run_1/detail.png
Window x 77 to 127, y 47 to 97 µm. Cells in grey, sequential cells in the stronger grey; small squares are vias.
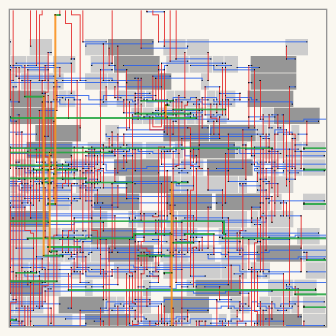
run_1/io_placement.png
(3 px per µm) Pins as bars across the die edge, other pins in grey.
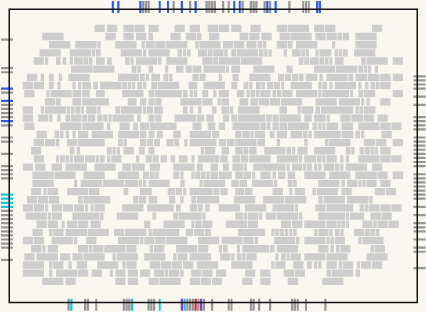
run_1/layer_met3.png
(3 px per µm)
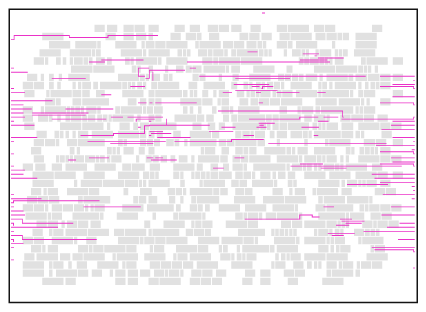
==> src/rtl/mem_port_arbiter.sv <==
// mem_port_arbiter
//   Shares one fixed-latency single-port memory between three requesters:
//   the Z80 CPU, the ESP32 SPI loader and the video fetch unit. One-cycle
//   request pulses are latched as pending flags. A winner is then chosen
//   (video first, CPU/SPI round-robin), and one access at a time is issued
//   to the memory. Each completion returns a one-cycle ack to its owner.
//
// Ports
//   clk_i, reset_n_i        clock, synchronous active-low reset
//   spi_load_i              loader mode: CPU held off (its request is kept)
//   cpu_req_i/we/addr/din   CPU access pulse and fields
//   cpu_dout_o, cpu_ack_o   CPU read data (held) and completion pulse
//   spi_*                   same set for the SPI loader
//   vid_req_i, vid_addr_i   video read pulse and address
//   vid_dout_o, vid_ack_o   video read data and completion pulse
//   mem_req_o/we/addr/din   memory strobe; addr/din held until completion
//   mem_dout_i              memory read data, sampled at completion
//   grant_o                 current owner: 0 none, 1 CPU, 2 SPI, 3 video
//   overrun_o               sticky: a request arrived while already pending
module mem_port_arbiter #(
    parameter int unsigned ADDR_BITS   = 16,
    parameter int unsigned DATA_BITS   = 8,
    parameter int unsigned MEM_LATENCY = 2
) (
    input  logic                 clk_i,
    input  logic                 reset_n_i,
    input  logic                 spi_load_i,

    input  logic                 cpu_req_i,
    input  logic                 cpu_we_i,
    input  logic [ADDR_BITS-1:0] cpu_addr_i,
    input  logic [DATA_BITS-1:0] cpu_din_i,
    output logic [DATA_BITS-1:0] cpu_dout_o,
    output logic                 cpu_ack_o,

    input  logic                 spi_req_i,
    input  logic                 spi_we_i,
    input  logic [ADDR_BITS-1:0] spi_addr_i,
    input  logic [DATA_BITS-1:0] spi_din_i,
    output logic [DATA_BITS-1:0] spi_dout_o,
    output logic                 spi_ack_o,

    input  logic                 vid_req_i,
    input  logic [ADDR_BITS-1:0] vid_addr_i,
    output logic [DATA_BITS-1:0] vid_dout_o,
    output logic                 vid_ack_o,

    output logic                 mem_req_o,
    output logic                 mem_we_o,
    output logic [ADDR_BITS-1:0] mem_addr_o,
    output logic [DATA_BITS-1:0] mem_din_o,
    input  logic [DATA_BITS-1:0] mem_dout_i,

    output logic [1:0]           grant_o,
    output logic                 overrun_o
);

    typedef enum logic {
        S_IDLE,
        S_BUSY
    } state_e;

    typedef enum logic [1:0] {
        G_NONE = 2'd0,
        G_CPU  = 2'd1,
        G_SPI  = 2'd2,
        G_VID  = 2'd3
    } grant_e;

    localparam logic [3:0] LAT = 4'(MEM_LATENCY);

    state_e               state_q, state_d;
    grant_e               grant_q, grant_d;
    logic [3:0]           count_q, count_d;
    logic                 last_spi_q, last_spi_d;

    logic                 cpu_pend_q, cpu_pend_d;
    logic                 cpu_we_l_q, cpu_we_l_d;
    logic [ADDR_BITS-1:0] cpu_addr_l_q, cpu_addr_l_d;
    logic [DATA_BITS-1:0] cpu_din_l_q, cpu_din_l_d;

    logic                 spi_pend_q, spi_pend_d;
    logic                 spi_we_l_q, spi_we_l_d;
    logic [ADDR_BITS-1:0] spi_addr_l_q, spi_addr_l_d;
    logic [DATA_BITS-1:0] spi_din_l_q, spi_din_l_d;

    logic                 vid_pend_q, vid_pend_d;
    logic [ADDR_BITS-1:0] vid_addr_l_q, vid_addr_l_d;

    logic [DATA_BITS-1:0] cpu_dout_q, cpu_dout_d;
    logic [DATA_BITS-1:0] spi_dout_q, spi_dout_d;
    logic [DATA_BITS-1:0] vid_dout_q, vid_dout_d;
    logic                 cpu_ack_q, cpu_ack_d;
    logic                 spi_ack_q, spi_ack_d;
    logic                 vid_ack_q, vid_ack_d;

    logic                 mem_req_q, mem_req_d;
    logic                 mem_we_q, mem_we_d;
    logic [ADDR_BITS-1:0] mem_addr_q, mem_addr_d;
    logic [DATA_BITS-1:0] mem_din_q, mem_din_d;
    logic                 overrun_q, overrun_d;

    // Effective request fields: a pending request uses its latched copy,
    // a fresh pulse in this cycle uses the live inputs so it can win now.
    logic                 cpu_we_e, spi_we_e;
    logic [ADDR_BITS-1:0] cpu_addr_e, spi_addr_e, vid_addr_e;
    logic [DATA_BITS-1:0] cpu_din_e, spi_din_e;
    logic                 cpu_elig, spi_elig, vid_elig;

    always_comb begin
        cpu_we_e   = cpu_pend_q ? cpu_we_l_q   : cpu_we_i;
        cpu_addr_e = cpu_pend_q ? cpu_addr_l_q : cpu_addr_i;
        cpu_din_e  = cpu_pend_q ? cpu_din_l_q  : cpu_din_i;
        spi_we_e   = spi_pend_q ? spi_we_l_q   : spi_we_i;
        spi_addr_e = spi_pend_q ? spi_addr_l_q : spi_addr_i;
        spi_din_e  = spi_pend_q ? spi_din_l_q  : spi_din_i;
        vid_addr_e = vid_pend_q ? vid_addr_l_q : vid_addr_i;

        cpu_elig = (cpu_pend_q | cpu_req_i) & ~spi_load_i;
        spi_elig = spi_pend_q | spi_req_i;
        vid_elig = vid_pend_q | vid_req_i;
    end

    always_comb begin
        state_d      = state_q;
        grant_d      = grant_q;
        count_d      = count_q;
        last_spi_d   = last_spi_q;
        cpu_pend_d   = cpu_pend_q;
        cpu_we_l_d   = cpu_we_l_q;
        cpu_addr_l_d = cpu_addr_l_q;
        cpu_din_l_d  = cpu_din_l_q;
        spi_pend_d   = spi_pend_q;
        spi_we_l_d   = spi_we_l_q;
        spi_addr_l_d = spi_addr_l_q;
        spi_din_l_d  = spi_din_l_q;
        vid_pend_d   = vid_pend_q;
        vid_addr_l_d = vid_addr_l_q;
        cpu_dout_d   = cpu_dout_q;
        spi_dout_d   = spi_dout_q;
        vid_dout_d   = vid_dout_q;
        cpu_ack_d    = 1'b0;
        spi_ack_d    = 1'b0;
        vid_ack_d    = 1'b0;
        mem_req_d    = 1'b0;
        mem_we_d     = mem_we_q;
        mem_addr_d   = mem_addr_q;
        mem_din_d    = mem_din_q;
        overrun_d    = overrun_q;

        // Capture. A pulse while still pending keeps the old fields.
        if (cpu_req_i) begin
            if (cpu_pend_q) begin
                overrun_d = 1'b1;
            end else begin
                cpu_pend_d   = 1'b1;
                cpu_we_l_d   = cpu_we_i;
                cpu_addr_l_d = cpu_addr_i;
                cpu_din_l_d  = cpu_din_i;
            end
        end
        if (spi_req_i) begin
            if (spi_pend_q) begin
                overrun_d = 1'b1;
            end else begin
                spi_pend_d   = 1'b1;
                spi_we_l_d   = spi_we_i;
                spi_addr_l_d = spi_addr_i;
                spi_din_l_d  = spi_din_i;
            end
        end
        if (vid_req_i) begin
            if (vid_pend_q) begin
                overrun_d = 1'b1;
            end else begin
                vid_pend_d   = 1'b1;
                vid_addr_l_d = vid_addr_i;
            end
        end

        unique case (state_q)
            S_IDLE: begin
                grant_d = G_NONE;
                if (vid_elig) begin
                    grant_d    = G_VID;
                    mem_req_d  = 1'b1;
                    mem_we_d   = 1'b0;
                    mem_addr_d = vid_addr_e;
                    mem_din_d  = '0;
                end else if (cpu_elig && (!spi_elig || last_spi_q)) begin
                    grant_d    = G_CPU;
                    mem_req_d  = 1'b1;
                    mem_we_d   = cpu_we_e;
                    mem_addr_d = cpu_addr_e;
                    mem_din_d  = cpu_din_e;
                    last_spi_d = 1'b0;
                end else if (spi_elig) begin
                    grant_d    = G_SPI;
                    mem_req_d  = 1'b1;
                    mem_we_d   = spi_we_e;
                    mem_addr_d = spi_addr_e;
                    mem_din_d  = spi_din_e;
                    last_spi_d = 1'b1;
                end
                if (mem_req_d) begin
                    count_d = LAT;
                    state_d = S_BUSY;
                end
            end

            S_BUSY: begin
                count_d = count_q - 4'd1;
                // Completion edge; the pending clear here overrides any
                // capture above (which could only have flagged overrun).
                if (count_q == 4'd1) begin
                    unique case (grant_q)
                        G_CPU: begin
                            if (!mem_we_q) cpu_dout_d = mem_dout_i;
                            cpu_ack_d  = 1'b1;
                            cpu_pend_d = 1'b0;
                        end
                        G_SPI: begin
                            if (!mem_we_q) spi_dout_d = mem_dout_i;
                            spi_ack_d  = 1'b1;
                            spi_pend_d = 1'b0;
                        end
                        G_VID: begin
                            vid_dout_d = mem_dout_i;
                            vid_ack_d  = 1'b1;
                            vid_pend_d = 1'b0;
                        end
                        default: ;
                    endcase
                    grant_d = G_NONE;
                    state_d = S_IDLE;
                end
            end

            default: state_d = S_IDLE;
        endcase
    end

    always_ff @(posedge clk_i) begin
        if (!reset_n_i) begin
            state_q      <= S_IDLE;
            grant_q      <= G_NONE;
            count_q      <= '0;
            last_spi_q   <= 1'b1;
            cpu_pend_q   <= 1'b0;
            cpu_we_l_q   <= 1'b0;
            cpu_addr_l_q <= '0;
            cpu_din_l_q  <= '0;
            spi_pend_q   <= 1'b0;
            spi_we_l_q   <= 1'b0;
            spi_addr_l_q <= '0;
            spi_din_l_q  <= '0;
            vid_pend_q   <= 1'b0;
            vid_addr_l_q <= '0;
            cpu_dout_q   <= '0;
            spi_dout_q   <= '0;
            vid_dout_q   <= '0;
            cpu_ack_q    <= 1'b0;
            spi_ack_q    <= 1'b0;
            vid_ack_q    <= 1'b0;
            mem_req_q    <= 1'b0;
            mem_we_q     <= 1'b0;
            mem_addr_q   <= '0;
            mem_din_q    <= '0;
            overrun_q    <= 1'b0;
        end else begin
            state_q      <= state_d;
            grant_q      <= grant_d;
            count_q      <= count_d;
            last_spi_q   <= last_spi_d;
            cpu_pend_q   <= cpu_pend_d;
            cpu_we_l_q   <= cpu_we_l_d;
            cpu_addr_l_q <= cpu_addr_l_d;
            cpu_din_l_q  <= cpu_din_l_d;
            spi_pend_q   <= spi_pend_d;
            spi_we_l_q   <= spi_we_l_d;
            spi_addr_l_q <= spi_addr_l_d;
            spi_din_l_q  <= spi_din_l_d;
            vid_pend_q   <= vid_pend_d;
            vid_addr_l_q <= vid_addr_l_d;
            cpu_dout_q   <= cpu_dout_d;
            spi_dout_q   <= spi_dout_d;
            vid_dout_q   <= vid_dout_d;
            cpu_ack_q    <= cpu_ack_d;
            spi_ack_q    <= spi_ack_d;
            vid_ack_q    <= vid_ack_d;
            mem_req_q    <= mem_req_d;
            mem_we_q     <= mem_we_d;
            mem_addr_q   <= mem_addr_d;
            mem_din_q    <= mem_din_d;
            overrun_q    <= overrun_d;
        end
    end

    assign cpu_dout_o = cpu_dout_q;
    assign cpu_ack_o  = cpu_ack_q;
    assign spi_dout_o = spi_dout_q;
    assign spi_ack_o  = spi_ack_q;
    assign vid_dout_o = vid_dout_q;
    assign vid_ack_o  = vid_ack_q;
    assign mem_req_o  = mem_req_q;
    assign mem_we_o   = mem_we_q;
    assign mem_addr_o = mem_addr_q;
    assign mem_din_o  = mem_din_q;
    assign grant_o    = grant_q;
    assign overrun_o  = overrun_q;

endmodule

==> config.mk <==
export PLATFORM = sky130hd
export DESIGN_NAME = mem_port_arbiter
export DESIGN_NICKNAME = d
export VERILOG_FILES = /design/src/rtl/mem_port_arbiter.sv
export SDC_FILE = /design/constraint.sdc
export NUM_CORES = 1
export LEC_CHECK = 0
export CORE_ASPECT_RATIO = 0.7
export CORE_MARGIN = 4
export CORE_UTILIZATION = 49
export CTS_CLUSTER_SIZE = 30
export DETAILED_ROUTE_END_ITERATION = 16
export HOLD_SLACK_MARGIN = 0.15
export PLACE_DENSITY_LB_ADDON = 0.1
export SLEW_MARGIN = 20
export SYNTH_ARGS = -nofsm -noshare
export SYNTH_HDL_FRONTEND = slang
export SYNTH_SLANG_ARGS = --single-unit
==> constraint.sdc <==
create_clock -name clk_i -period 2.34 [get_ports clk_i]
set_clock_uncertainty 0.2 [all_clocks]
set_input_delay 0.351 -clock clk_i [delete_from_list [all_inputs] [get_ports clk_i]]
set_output_delay 0.351 -clock clk_i [all_outputs]
set_load 0.005 [all_outputs]
==> reports/notes.md, run 1 <==
## Global routing
- 0.352 — met1 track utilization from global routing
- 27.1 mm — first-pass GRT wire length
- 0.388 — Global Route met2 Usage

## Final timing
- 0.500 — worst max-slew margin expressed relative to the limit
- 0 — Max Slew Vio Count

## Synthesis
- 0.136 — multiplexer area fraction after synthesis
- 8.58 µm² — Post-Syn Area per Cell
- 0.470 — post-synthesis sequential area ratio
- 0.00449 — post-synthesis share of cell area spent on full adders, half adders and majority gates
- 650 — number of cells in Yosys stat
- sky130_fd_sc_hd__dfxtp_1 — prevailing post-synth register cell
- sky130_fd_sc_hd__dfxtp_1 — cell type with the largest total area

## Die
- 136 — number of ports placed on the die boundary
- 11100 µm² — area of the placeable core

## Layout
- sky130_fd_sc_hd__nand2_1 — dominant logic cell type in the layout
- 131 — Flop Count

## Routing
- 7.62 mm — met1 wire length
- 7.42 mm — wire length on met2
- 1.38 mm — met3 routed wirelength

## Run status
- finished clean — run status

## Worst setup path
- buffers and inverters — Crit path max-delay family
- 2200 ps — arrival time reported for the critical path endpoint
- cpu_req_i — origin of the worst setup path

## Clocking
- 0 — cells resized by post-CTS repair
- built — CTS tree

## Run
- 0 — max-cap violation count

## Hold path
- cpu_we_l_q — endpoint of the worst hold-timing path

Notes on detail.png above:
metal 2 -> red
metal 4 -> orange
metal 1 -> blue
metal 3 -> green
most frequent = nand2_1 (50), dfxtp_1 (30), a21oi_1 (26)
netlist names of flops here include = `spi_addr_l_q` (14), `cpu_addr_l_q` (4), `mem_addr_o` (4)
cells with their middle in the window = 188
sequential cells in the window = 30

Notes on io_placement.png above:
`spi_load_i` -> red  # pins 1, direction input, edge bottom
`vid_dout_o` -> cyan  # pins 8, direction output, edge 4 bottom, 4 left
`grant_o` -> purple  # pins 2, direction output, edge bottom
`mem_addr_o` -> blue  # pins 16, direction output, edge 13 top, 3 left
all pins by edge = 34 left, 34 bottom, 34 top, 34 right
die width: 135 µm
Die H: 97.2 µm
Port-buffer cells: 135

Notes on layer_met3.png above:
longest straight run = 55.2 µm
wire length on this layer = 1380 µm
main direction = horizontal
share of all routed wire = 8.3%
overall via count from detail_route: 5315
GRT met3 Usage: 0.0787
total wire length: 16.6 mm

--- run 2 (diff from run 1) ---
--- a/config.mk
+++ b/config.mk
@@ -11,6 +11,7 @@
 export CTS_CLUSTER_SIZE = 30
 export DETAILED_ROUTE_END_ITERATION = 16
 export HOLD_SLACK_MARGIN = 0.15
+export MAX_ROUTING_LAYER = met4
 export PLACE_DENSITY_LB_ADDON = 0.1
 export SLEW_MARGIN = 20
 export SYNTH_ARGS = -nofsm -noshare
run_2/clocks.png
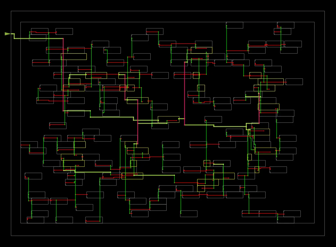
power of the clock network: 2.68 mW
Clock buffer cells: 21
Clk Latency, worst-skew pair: 410 ps
number of clock sinks: 131

run_2/layer_met4.png
(3 px per µm) Supply wires on this layer in grey.
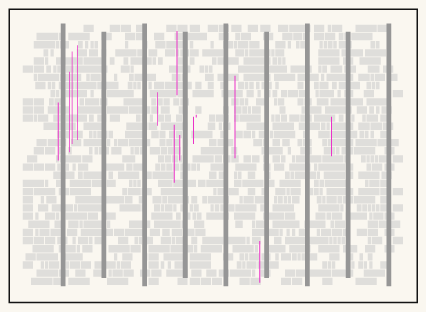
longest straight run = 31.3 µm
wire length on this layer = 230 µm
nets with wire on the layer = 9
share of all routed wire = 1.4%

run_2/layer_met3.png
(3 px per µm)
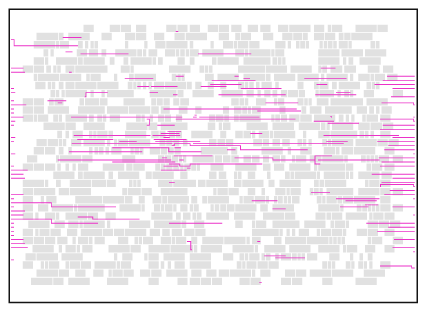
total wire length: 16.7 mm
GRT met3 Usage: 0.0719
overall via count from detail_route: 5364

==> run 2 against run 1 <==
Net effect: via count up 0.92%; sequential cell count unchanged; utilization up 0.17 points; largest cell class unchanged; synthesized cell count unchanged; wire length up 0.76%; sequential power about the same; register-to-register slack about the same; area after synthesis unchanged; cell area up 0.24%.
==> reports/notes.md, run 2 <==
## Die
- 97.2 µm — Die H, unchanged
- 136 — number of ports placed on the die boundary, unchanged
- 135 µm — die width, unchanged

## Worst setup path
- cpu_req_i — origin of the worst setup path
- 2260 ps — arrival time reported for the critical path endpoint, +60 ps
- buffers and inverters — Crit path max-delay family

## Placement
- 135 — Port-buffer cells, unchanged

## Clocking
- 0 — cells resized by post-CTS repair, unchanged
- built — CTS tree

## Global routing
- 0.361 — met1 track utilization from global routing, +0.00972
- 26.5 mm — first-pass GRT wire length, -2.1%
- 0.368 — Global Route met2 Usage, -0.0206

## Final timing
- 0.490 — worst max-slew margin expressed relative to the limit, -0.0102
- 0 — Max Slew Vio Count, unchanged

## Synthesis
- 8.58 µm² — Post-Syn Area per Cell, unchanged
- 0.470 — post-synthesis sequential area ratio, unchanged
- sky130_fd_sc_hd__dfxtp_1 — prevailing post-synth register cell
- 650 — number of cells in Yosys stat, unchanged

## Layout
- sky130_fd_sc_hd__nand2_1 — dominant logic cell type in the layout
- 131 — Flop Count, unchanged

## Routing
- 7.73 mm — met1 wire length, +1.4%
- 1.46 mm — met3 routed wirelength, +5.8%

## Run status
- finished clean — run status

## Hold path
- spi_addr_l_q[8] — endpoint of the worst hold-timing path

--- run 3 (diff from run 2) ---
--- a/config.mk
+++ b/config.mk
@@ -10,10 +10,10 @@
 export CORE_UTILIZATION = 49
 export CTS_CLUSTER_SIZE = 30
 export DETAILED_ROUTE_END_ITERATION = 16
+export GPL_TIMING_DRIVEN = 0
 export HOLD_SLACK_MARGIN = 0.15
 export MAX_ROUTING_LAYER = met4
 export PLACE_DENSITY_LB_ADDON = 0.1
-export SLEW_MARGIN = 20
 export SYNTH_ARGS = -nofsm -noshare
 export SYNTH_HDL_FRONTEND = slang
 export SYNTH_SLANG_ARGS = --single-unit
==> constraint.sdc (replaced) <==
create_clock -name clk_i -period 2.3 [get_ports clk_i]
set_clock_uncertainty 0.2 [all_clocks]
set_input_delay 0.345 -clock clk_i [delete_from_list [all_inputs] [get_ports clk_i]]
set_output_delay 0.345 -clock clk_i [all_outputs]
set_load 0.005 [all_outputs]
run_3/clocks.png
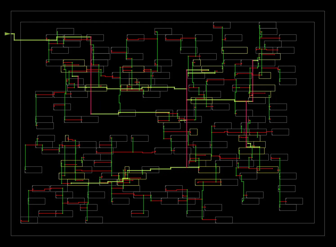
Flop Count: 131
number of buffers created by CTS: 17
Clk Latency, worst-skew pair: 420 ps
power of the clock network: 3.13 mW

run_3/io_placement.png
(3 px per µm) Pins as bars across the die edge, other pins in grey.
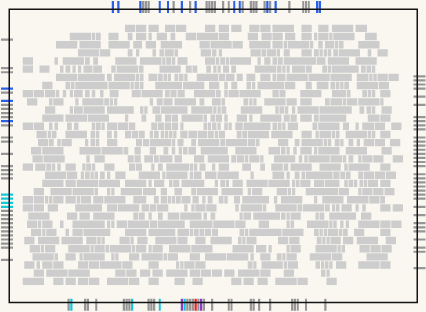
`vid_dout_o` -> cyan  # pins 8, direction output, edge 4 bottom, 4 left
`grant_o` -> purple  # pins 2, direction output, edge bottom
`mem_addr_o` -> blue  # pins 16, direction output, edge 13 top, 3 left
`spi_load_i` -> red  # pins 1, direction input, edge bottom
all pins by edge = 34 left, 34 bottom, 34 top, 34 right

run_3/layer_met4.png
(3 px per µm) Supply wires on this layer in grey.
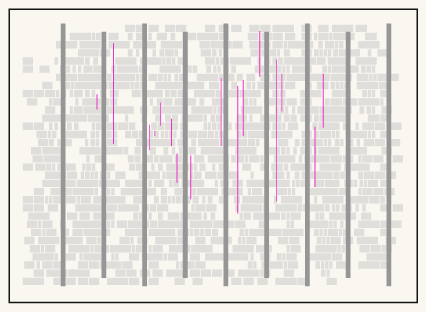
longest straight run = 46.9 µm
nets with wire on the layer = 13
wire length on this layer = 282 µm
overall via count from detail_route: 5581
total wire length: 18.1 mm

==> run 3 against run 2 <==
Net effect: wire length up 8.0%; worst hold slack worse by 20 ps; cell count up 2.3%; total power up 9.0%; largest power group unchanged; die area unchanged.
==> reports/notes.md, run 3 <==
## Synthesis
- sky130_fd_sc_hd__dfxtp_1 — prevailing post-synth register cell
- 650 — number of cells in Yosys stat, unchanged
- 8.58 µm² — Post-Syn Area per Cell, unchanged
- 0.470 — post-synthesis sequential area ratio, unchanged
- 0 — number of synthesized flops with an enable pin

## Placement
- 134 — Port-buffer cells, -0.74%
- 0.911 — RD Place Congestion
- 937 — number of cells in the design after placement

## Routing
- 7.87 mm — met1 wire length, +1.8%

## Final timing
- 0.986 — post-layout period usage
- 0 — Max Slew Vio Count, unchanged
- 0.585 — worst max-slew margin expressed relative to the limit, +0.0948
- 441 MHz — upper clock frequency limit

## Die
- 135 µm — die width, unchanged
- 136 — number of ports placed on the die boundary, unchanged
- 97.2 µm — Die H, unchanged

## Power
- 6.46 mW — Pwr Total

## Layout
- 463 — layout multi-input combinational cell count
- 7900 µm² — area of all placed cells without fillers
- 41.6% — Area Overhead vs Synth
- 0 — diode insertion count for antenna repair
- 0.332 — Seq area share
- sky130_fd_sc_hd__nand2_1 — dominant logic cell type in the layout
- 20 — Clock buffer cells, -4.8%

## Run status
- finished clean — run status

## Clocking
- 131 — number of clock sinks, unchanged
- built — CTS tree
- 5 — cells resized by post-CTS repair, +5
- 60 ps — clock transition at the register clock pins on the worst setup and hold paths after CTS

## Global routing
- 28.0 mm — first-pass GRT wire length, +5.6%
- 0 — overflow left after global routing
- 0.0776 — GRT met3 Usage, +0.00569
- 0.372 — met1 track utilization from global routing, +0.0107
- 0.413 — Global Route met2 Usage, +0.0451

## Worst setup path
- 6 — R2R cell count
- vid_req_i — origin of the worst setup path
- buffers and inverters — Crit path max-delay family
- 2420 ps — arrival time reported for the critical path endpoint, +160 ps

## Hold path
- spi_din_l_q[0] — endpoint of the worst hold-timing path

## Run
- 28 — OpenROAD warning count

Power is estimated from default activity; no workload was simulated.
